run_1/clocks.png
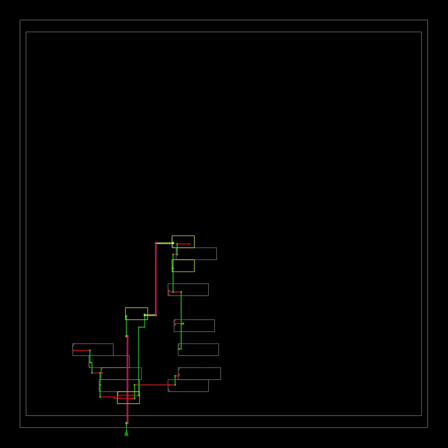
run_1/io_placement.png
Scale bar: 20 µm. Pins as bars across the die edge, other pins in grey.
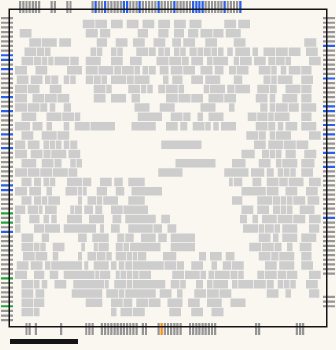
run_1/metal_density.png
The die is cut into 18 by 18 equal tiles; white is low, dark blue is high, scaled to the fullest tile. Values are wire area over tile area, all layers added.
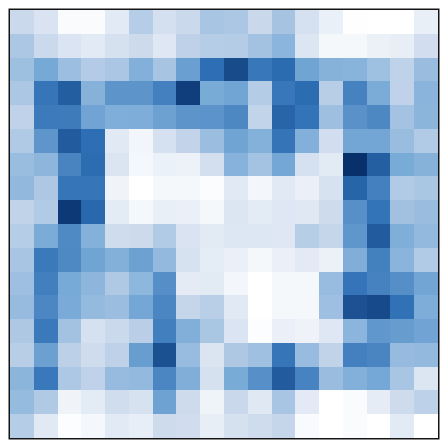
run_1/logic_types.png
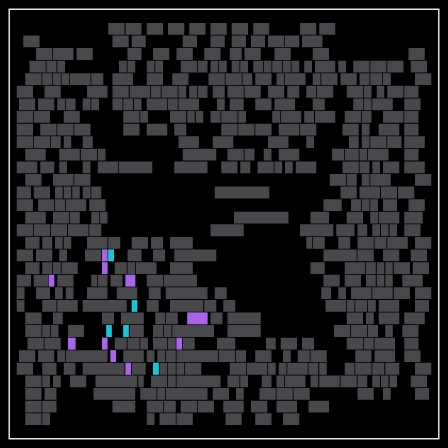
## config.mk

```make
export PLATFORM = sky130hd
export DESIGN_NAME = dm_arbiter
export DESIGN_NICKNAME = d
export VERILOG_FILES = /design/src/rtl/dm_arb_pkg.sv /design/src/rtl/dm_arb_pick.sv /design/src/rtl/dm_arbiter.sv
export SDC_FILE = /design/constraint.sdc
export NUM_CORES = 1
export LEC_CHECK = 0
export CORE_UTILIZATION = 34
export CTS_CLUSTER_SIZE = 25
export DETAILED_ROUTE_END_ITERATION = 16
export PLACE_DENSITY = 0.83
export SKIP_LAST_GASP = 1
export SLEW_MARGIN = 0
export SYNTH_ARGS = -nofsm -noshare
export SYNTH_HDL_FRONTEND = slang
export SYNTH_SLANG_ARGS = --single-unit
```

## constraint.sdc

```tcl
create_clock -name clk -period 3 [get_ports clk]
set_input_delay 0.9 -clock clk [delete_from_list [all_inputs] [get_ports clk]]
set_output_delay 0.9 -clock clk [all_outputs]
set_load 0.01 [all_outputs]
```

## src/rtl/dm_arb_pkg.sv

```systemverilog
// Shared types and constants for the data-memory arbiter slice.
// Optional round-robin mode is selected with the DM_ARB_RR_EN macro.
package dm_arb_pkg;

  localparam int DM_ADDR_W = 12;
  localparam int DM_DATA_W = 32;
  localparam int DM_BE_W   = 4;

  typedef enum logic [1:0] {
    OWN_NONE = 2'd0,
    OWN_A    = 2'd1,
    OWN_B    = 2'd2
  } owner_e;

  // Byte-lane write strobes: reads never strobe a lane regardless of be.
  function automatic logic [DM_BE_W-1:0] lane_we(input logic we, input logic [DM_BE_W-1:0] be);
    return {DM_BE_W{we}} & be;
  endfunction

endpackage

```

## src/rtl/dm_arb_pick.sv

```systemverilog
// Combinational grant selection: requests plus arbitration state -> owner.
// DM_ARB_RR_EN selects round-robin on contention, otherwise A priority with starvation escape.
module dm_arb_pick
  import dm_arb_pkg::*;
(
  input  logic       a_req,
  input  logic       b_req,
`ifdef DM_ARB_RR_EN
  input  logic       rr_last_b,
`else
  input  logic       starved,
`endif
  output logic [1:0] owner
);

  owner_e owner_next;

  always_comb begin
    owner_next = OWN_NONE;
    if (a_req && b_req) begin
`ifdef DM_ARB_RR_EN
      owner_next = rr_last_b ? OWN_A : OWN_B;
`else
      owner_next = starved ? OWN_B : OWN_A;
`endif
    end else if (a_req) begin
      owner_next = OWN_A;
    end else if (b_req) begin
      owner_next = OWN_B;
    end
  end

  assign owner = owner_next;

endmodule

```

## src/rtl/dm_arbiter.sv

```systemverilog
// Two-port arbiter in front of a single-port data RAM with 1-cycle synchronous read.
// Define DM_ARB_RR_EN for round-robin contention handling instead of A priority.
module dm_arbiter
  import dm_arb_pkg::*;
#(
  parameter int STARVE_LIMIT = 8
) (
  input  logic        clk,
  input  logic        rst_n,

  input  logic        a_req,
  input  logic        a_we,
  input  logic [3:0]  a_be,
  input  logic [11:0] a_addr,
  input  logic [31:0] a_wdata,
  output logic        a_gnt,
  output logic        a_rvalid,

  input  logic        b_req,
  input  logic        b_we,
  input  logic [3:0]  b_be,
  input  logic [11:0] b_addr,
  input  logic [31:0] b_wdata,
  output logic        b_gnt,
  output logic        b_rvalid,

  output logic [31:0] rdata,

  output logic        dm_en,
  output logic [3:0]  dm_we,
  output logic [11:0] dm_addr,
  output logic [31:0] dm_din,
  input  logic [31:0] dm_dout,

  output logic [7:0]  starve_cnt
);

  localparam logic [7:0] LIMIT = 8'(STARVE_LIMIT);

  logic [1:0] owner_bits;
  owner_e     owner;
  logic       a_sel;
  logic       b_sel;
  logic       a_rvalid_reg;
  logic       b_rvalid_reg;

`ifdef DM_ARB_RR_EN
  logic rr_last_b_reg;

  dm_arb_pick u_pick (
    .a_req     (a_req),
    .b_req     (b_req),
    .rr_last_b (rr_last_b_reg),
    .owner     (owner_bits)
  );

  // Remembers who won last; resets to B so A wins the first contention.
  always_ff @(posedge clk or negedge rst_n) begin
    if (!rst_n) begin
      rr_last_b_reg <= 1'b1;
    end else if (a_sel) begin
      rr_last_b_reg <= 1'b0;
    end else if (b_sel) begin
      rr_last_b_reg <= 1'b1;
    end
  end

  assign starve_cnt = 8'd0;
`else
  logic [7:0] starve_cnt_reg;
  logic [7:0] starve_cnt_next;
  logic       starved;

  assign starved = (starve_cnt_reg == LIMIT);

  dm_arb_pick u_pick (
    .a_req   (a_req),
    .b_req   (b_req),
    .starved (starved),
    .owner   (owner_bits)
  );

  // Counts consecutive denied B cycles, saturating; any B grant or idle B clears it.
  always_comb begin
    starve_cnt_next = 8'd0;
    if (b_req && !b_sel) begin
      starve_cnt_next = starved ? LIMIT : starve_cnt_reg + 8'd1;
    end
  end

  always_ff @(posedge clk or negedge rst_n) begin
    if (!rst_n) begin
      starve_cnt_reg <= 8'd0;
    end else begin
      starve_cnt_reg <= starve_cnt_next;
    end
  end

  assign starve_cnt = starve_cnt_reg;
`endif

  assign owner = owner_e'(owner_bits);

  // Grants are forced low while reset is held, even with requests pending.
  assign a_sel = rst_n && (owner == OWN_A);
  assign b_sel = rst_n && (owner == OWN_B);

  assign a_gnt   = a_sel;
  assign b_gnt   = b_sel;
  assign dm_en   = a_sel || b_sel;
  assign dm_we   = a_sel ? lane_we(a_we, a_be) :
                   b_sel ? lane_we(b_we, b_be) : 4'b0000;
  assign dm_addr = b_sel ? b_addr  : a_addr;
  assign dm_din  = b_sel ? b_wdata : a_wdata;

  always_ff @(posedge clk or negedge rst_n) begin
    if (!rst_n) begin
      a_rvalid_reg <= 1'b0;
      b_rvalid_reg <= 1'b0;
    end else begin
      a_rvalid_reg <= a_sel && !a_we;
      b_rvalid_reg <= b_sel && !b_we;
    end
  end

  assign a_rvalid = a_rvalid_reg;
  assign b_rvalid = b_rvalid_reg;
  assign rdata    = dm_dout;

endmodule

```

==> impl_metrics.tcl, run 1 <==
# collected from the flow reports
set metrics [dict create \
    hp-class "flop to flop" \
    simple_gate_area_share_pct 39.39 \
    lay_top_count "clkdlybuf4s50_1" \
    gr-max-usage-layer "met2" \
    drt-total-wl_um 11110 \
    crit_slowest_cell "clkdlybuf4s50_1" \
    syn_inst 365 \
    crit_path_end_kind "output pin" \
    synthArstFlopShare_pct 100.0 \
    worstPathRequired_ns 2.10 \
    path_clk_slew_ns 0.05 \
    htree_levels 1 \
    grt-ovfl-total 0 \
    use_met3_pct 3.284 \
    ys_seq_share_pct 8.993 \
    xor_area_share_pct 0.9442 \
    yosys.cell_types.count 34 \
    slowest_delay_ns 0.54 \
    die_width_um 92.47 \
    antenna_left 0 \
    insertedDiodeCount 0 \
    drive_above_1_share_pct 21.05 \
    violations "setup timing" \
    core.rowCount 32 \
    max_slew_margin_pct 77.59 \
    fin_ws_ns -0.1687 \
    path_class "input port to output pin" \
    antenna_found_initial 0 \
    setup_viol 26 \
    wire_per_inst_um 18.63 \
    grt_util_met1_pct 27.13 \
    path_buffers 2 \
    layout_min_cycle_time_ns 3.169 \
    outcome "complete, but fails checks" \
    adder_share_pct 0.8993 \
    cp_top_family "buffers and inverters" \
    coreArea_um2 7807 \
    grt_pass1_wl_um 16680 \
    die-area_um2 8550 \
    yosys_cells 365 \
    ys_warn_count 0 \
    mux_share_pct 0 \
    layout_top_cells "clkdlybuf4s50_1, nand3_1, a21oi_1, nand4_1, and4b_1" \
    syn_area_um2 2783 \
    dp.cells 589 \
    grt_use_total_pct 23.75 \
    cts_inserted_buffers 3 \
    instances_no_fill 596 \
    num_vias 3670 \
    hold_viol 0 \
    ioPinCount 227 \
    arrival_ns 2.27 \
]
Back to the opening pictures, clocks.png:
CLK BUF: 4
clock skew: 0.0006620 ns
CTS Sinks: 10
sequential cells: 10

Back to the opening pictures, io_placement.png:
Key: blue = a_wdata [pins 32, direction input, edge 13 north, 10 west, 9 east]; orange = a_req [pins 1, direction input, edge south]; green = b_be [pins 4, direction input, edge west]
All pins by edge: 66 west, 59 east, 59 north, 43 south.

Back to the opening pictures, metal_density.png:
The fullest tile reaches 0.60. The mean over all tiles is 0.21. The densest ninth of the die: north. 27% of the tiles are over half the peak. 4.0% of the tiles are nearly empty. The emptiest ninth of the die: centre.

Back to the opening pictures, logic_types.png:
Key: cyan = inverters [cells 5, where south-west]; purple = NOR gates [cells 10, where south-west]

-- run 1: synthesized netlist by cell type (2+ instances only) --
master | n | area (µm²)
and4b_1 | 44 | 440.4
o2bb2ai_1 | 4 | 35.03
nor2_1 | 7 | 26.28
a21oi_1 | 47 | 235.2
clkbuf_1 | 24 | 90.09
buf_8 | 4 | 60.06
a31oi_1 | 2 | 12.51
o211ai_2 | 40 | 500.5
buf_2 | 17 | 85.08
buf_4 | 32 | 240.2
ha_1 | 2 | 25.02
buf_1 | 2 | 7.510
nand2_1 | 3 | 11.26
inv_1 | 5 | 18.77
xnor2_1 | 2 | 17.52
dfrtp_1 | 10 | 250.2
nand3_1 | 53 | 265.3
o211ai_1 | 4 | 30.03
nand4_1 | 45 | 281.5
or3_1 | 2 | 12.51
o21ai_0 | 3 | 15.01
-- run 1: per-layer routing --
| layer | vias to the layer above | part of all wire (%) |
|---|---|---|
| li1 | 1686 | - |
| met2 | 236 | 51 |
| met5 | - | 0 |
| met1 | 1729 | 38 |
| met3 | 19 | 8.9 |
| met4 | 0 | 1.7 |
-- run 1: what timing repair did --
action / 4_1_cts / 5_1_grt
pin swaps: 1 / 0
gates cloned: 2 / 0
endpoints found under the setup margin: 51 / 48
gates resized: 43 / 26
hold buffers: 0 / 0
setup buffers: 1 / 0
-- run 1: cell families (layout without fill, tap and decap cells) --
kind of cell    Yosys count  in the layout
buf+inv                  85            214
simple gates            162            162
compound gates          103            103
fa+ha+maj                 2              2
flops                    10             10
xor+xnor                  3              3
-- run 1: path summary, 6_finish.rpt --
path | end | slack (ns) | depth (start not counted)
worst max register to register | starve_cnt[7]$_DFF_PN0_ | 1.28 | 4
min in group asynchronous | starve_cnt[6]$_DFF_PN0_ | 0.71 | 2
worst min register to register | starve_cnt[0]$_DFF_PN0_ | 0.59 | 2
max in group asynchronous | starve_cnt[0]$_DFF_PN0_ | 2.07 | 3
worst min-delay path | starve_cnt[0]$_DFF_PN0_ | 0.59 | 2
worst max-delay path | dm_din[29] | -0.17 | 5
-- run 1: layout make-up --
type                            instances  area [µm²]  share of cell area [%]
Timing Repair Buffer                  205        2120                   45.92
Multi-Input combinational cell        270        2043                   44.27
Clock buffer                            4       55.05                   1.193
Sequential cell                        10       251.5                   5.449
Inverter                                5       18.77                  0.4066
Tap cell                              102       127.6                   2.765
-- run 1: per-stage QoR --
stage	setup TNS, ns	hold slack (ns)	setup WS [ns]
2_1_floorplan	0	0.5619	0.2867
3_3_place_gp	-23.99	0.5490	-0.5532
3_5_place_dp	-25.29	0.5822	-0.5785
4_1_cts	-5.142	0.5908	-0.2151
5_1_grt	-3.706	0.6167	-0.2289
6_report	-1.914	0.5876	-0.1687
-- run 1: worst min-delay path: stages (launching register included) --
cell and delay (ns):
dfrtp_1 0.35, buf_4 0.14, nor2_1 0.05
-- run 1: power breakdown --
group          switching, mW  internal [mW]  leakage (nW)  total (mW)
registers            0.00225          0.139         0.136       0.141
logic                  0.224          0.306          1.83       0.530
clock network         0.0524          0.115        0.0288       0.168
total                  0.278          0.560          1.99       0.838
## Run 2: what changed since run 1
ABC_AREA = 1   (was default)
CORE_AREA = 2 2 89 91   (was default)
CORE_UTILIZATION = default   (was 34)
DIE_AREA = 0 0 91 93   (was default)
PLACE_DENSITY = 0.72   (was 0.83)
SLEW_MARGIN = default   (was 0)
==> run 2 against run 1 <==
Compared with the run above:
- the run now ends clean
- sequential power is essentially flat
- sequential cell count stayed put
- design area fell by 33%
- combinational power is 28% lower
- clock skew grew 0.0023 ns
- first-iteration DRC count down 72%
- wire length shrank 37%
==> impl_metrics.tcl, run 2 <==
# collected from the flow reports
set metrics [dict create \
    cts_inserted_buffers 3 \
    syn_area_per_cell_um2 5.690 \
    yosys.cell_types.count 17 \
    die-area_um2 8463 \
    finClkSkew_ns 0.002970 \
    power_switching_mw 0.2094 \
    leakagePower_nw 1.559 \
    top_area_share_pct 27.30 \
    hold_depth 2 \
    yosys-stat-area_um2 1485 \
    grt_use_total_pct 14.98 \
    areaGrowthSynthToFinish_pct 109.4 \
    yosys_cells 261 \
    synth_flops 10 \
    coreArea_um2 7527 \
    comb_power_share_pct 57.9 \
    syn_area_um2 1485 \
    drv_cap 0 \
    max_slew_margin_pct 58.47 \
    largest_reg_flops 8 \
    hold_slack_ns 0.5519 \
    grt_pass1_wl_um 10440 \
    drc 0 \
    r2r_cells 10 \
    top_cells_by_area "nand2_1, nand3_1, buf_4" \
    fmax_mhz 342.0 \
    antenna_left 0 \
    sequentialPowerShare_pct 21.3 \
    setup_viol 0 \
    fin_ws_ns 0.07578 \
    switching_share_pct 31.55 \
    antenna_found_initial 0 \
    yosys.area.top_type "nand2_1" \
    wire_per_inst_um 13.84 \
    top_cell "nand2_1" \
    edf_count 0 \
    num_vias 2165 \
    grt_start_max_net_pins 27 \
    ys_seq_share_pct 16.85 \
    layout_top_cells "clkdlybuf4s50_1, nand2_1, nand3_1, buf_2, nor2_1" \
    grt_pass1_vias 2143 \
    crit_path_end_kind "output pin" \
    cellPowerDensity_nw_per_um2 213.5 \
    grt-ovfl-total 0 \
    drv_slew 0 \
    worstPathRequired_ns 2.10 \
    fillerInstances 790 \
    die_y_um 93 \
    layout_min_cycle_time_ns 2.924 \
    final-seq-area_um2 250.2 \
    root_buffer "clkbuf_8" \
    path_clk_slew_ns 0.04 \
    final_nets 542 \
    drive_above_1_share_pct 22.28 \
    ys_warn_count 0 \
    syn_inst 261 \
    arrival_ns 2.02 \
    rsz0062_at_grt "yes" \
    intPower_mw 0.4543 \
    path_class "input port to output pin" \
    portBuffers 162 \
    die_width_um 91 \
    hp-class "flop to flop" \
    period_used_pct 97.47 \
    ir_drop_mv 0.1718 \
    insertedDiodeCount 0 \
    clock_power_share_pct 20.8 \
    core.rowCount 32 \
    outcome "finished clean" \
    ioPinCount 227 \
    warning_count 28 \
    postCtsHoldBufs 0 \
    combGateArea_um2 898.4 \
    netlist_top_cells_count "nand2_1, nand3_1, buf_4" \
    dp_slack_ns -0.6499 \
    cts_sinks 10 \
    synthArstFlopShare_pct 100.0 \
    hold_viol 0 \
    htree_levels 1 \
    crit_fanout 12 \
    fin_setup_tns_ns 0 \
    worstMarginPinSlew_ns 0.6230 \
    drt-total-wl_um 7003 \
]
## run 2: cell count changes after synthesis, sizes merged, moves of 11 or more
| cell | previous run | this run |
|---|---|---|
| a21oi | 47 | 0 |
| and4b | 44 | 0 |
| buf | 56 | 45 |
| clkbuf | 24 | 2 |
| nand2 | 3 | 109 |
| nand4 | 45 | 0 |
| o211ai | 44 | 0 |
## run 2: layout make-up
class,count,share of cell area [%]
repair buffers,187,55.86
multi-input cells,190,28.89
flip-flops and latches,10,8.048
well taps,102,4.105
inverters,14,1.771
clock buffers,3,1.328
## run 2: worst paths after layout
check | end | start | slack (ns)
setup reg to reg | starve_cnt[3]$_DFF_PN0_ | starve_cnt[0]$_DFF_PN0_ | 1.49
hold reg to reg | starve_cnt[0]$_DFF_PN0_ | starve_cnt[0]$_DFF_PN0_ | 0.55
min in group asynchronous | starve_cnt[5]$_DFF_PN0_ | rst_n | 0.74
max in group asynchronous | starve_cnt[3]$_DFF_PN0_ | rst_n | 2.12
hold / removal | starve_cnt[0]$_DFF_PN0_ | starve_cnt[0]$_DFF_PN0_ | 0.55
setup / recovery | dm_addr[8] | a_req | 0.08
## run 2: logic make-up (layout without fill, tap and decap cells)
| family | count (synthesis) | count (layout) | share of synthesized area [%] |
|---|---|---|---|
| buf+inv | 61 | 204 | 26.79 |
| flops | 10 | 10 | 16.85 |
| compound gates | 5 | 5 | 1.938 |
| fa+ha+maj | 2 | 2 | 1.685 |
| simple gates | 178 | 178 | 49.79 |
| xor+xnor | 5 | 5 | 2.949 |
## run 2: layer usage
layer	vias up	track usage [%]	wire [µm]
met2	121	28.09	3638
li1	1082	-	-
met1	955	16.54	2626
met3	7	4.190	658
met5	-	0	0
met4	0	4.040	78
## run 2: through the flow
stage / cells / utilization [%] / area, µm²
after floorplan: 261 / - / 1485
after global placement: 495 / 40.41 / 3042
after detailed placement: 495 / 40.41 / 3042
after CTS: 506 / 41.69 / 3138
after global routing: 506 / 41.31 / 3109
final: 506 / 41.31 / 3109
## run 2: power by group through the flow
stage / logic (mW) / registers, mW / clock network (mW)
3_3_place_gp: 0.388 / 0.143 / 0
3_5_place_dp: 0.392 / 0.143 / 0
2_1_floorplan: 0.160 / 0.147 / 0
4_1_cts: 0.390 / 0.141 / 0.142
6_report: 0.384 / 0.141 / 0.138
5_1_grt: 0.417 / 0.142 / 0.145
## run 2: repair_timing
action	in CTS	in global routing
setup buffers	5	1
gates resized	214	16
pin swaps	2	3
setup endpoints to repair	51	41
cloned	3	1
hold endpoints to repair	0	0
## run 2: worst max-delay path, stage by stage
cell and delay [ns]:
dlygate4sd2_1 0.24, nand2_1 0.05, inv_1 0.04, nand2_2 0.08, nand2_4 0.09, nand2_8 0.13, buf_12 0.14, nand2_1 0.05
nand2_1 0.06, clkdlybuf4s15_1 0.23
run_2/metal_density.png
The die is cut into 18 by 19 equal tiles; white is low, dark blue is high, scaled to the fullest tile. Values are wire area over tile area, all layers added.
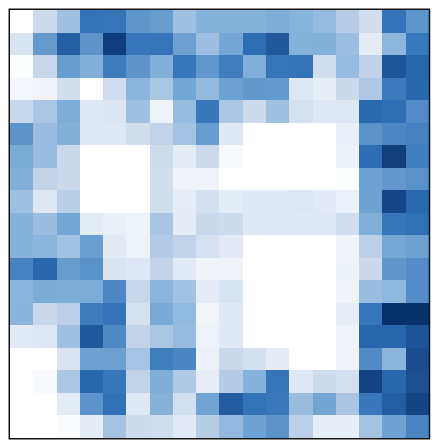
The fullest tile reaches 0.40. 30% of the tiles are over half the peak. The emptiest ninth of the die: centre. The mean over all tiles is 0.14. 16% of the tiles are nearly empty.

run_2/io_placement.png
Scale bar: 20 µm. Pins as bars across the die edge, other pins in grey.
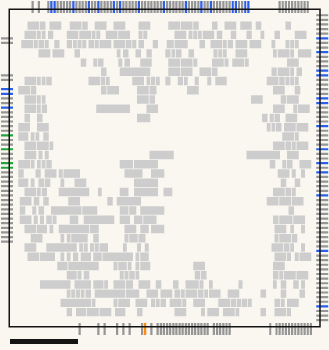
Key: orange = a_req [pins 1, direction input, edge south]; green = b_be [pins 4, direction input, edge west]; blue = a_wdata [pins 32, direction input, edge 16 north, 13 east, 3 west]

run_2/logic_types.png
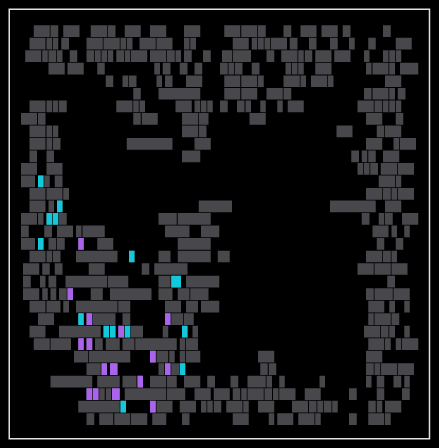
Key: purple = NOR gates [cells 16, where south-west]; cyan = inverters [cells 14]
non-filler cells, final: 506
most numerous logic cell after layout: clkdlybuf4s50_1
multi-input gate share of total cell area: 28.89%

No activity file was given, so power comes from the tool's default toggle rates.
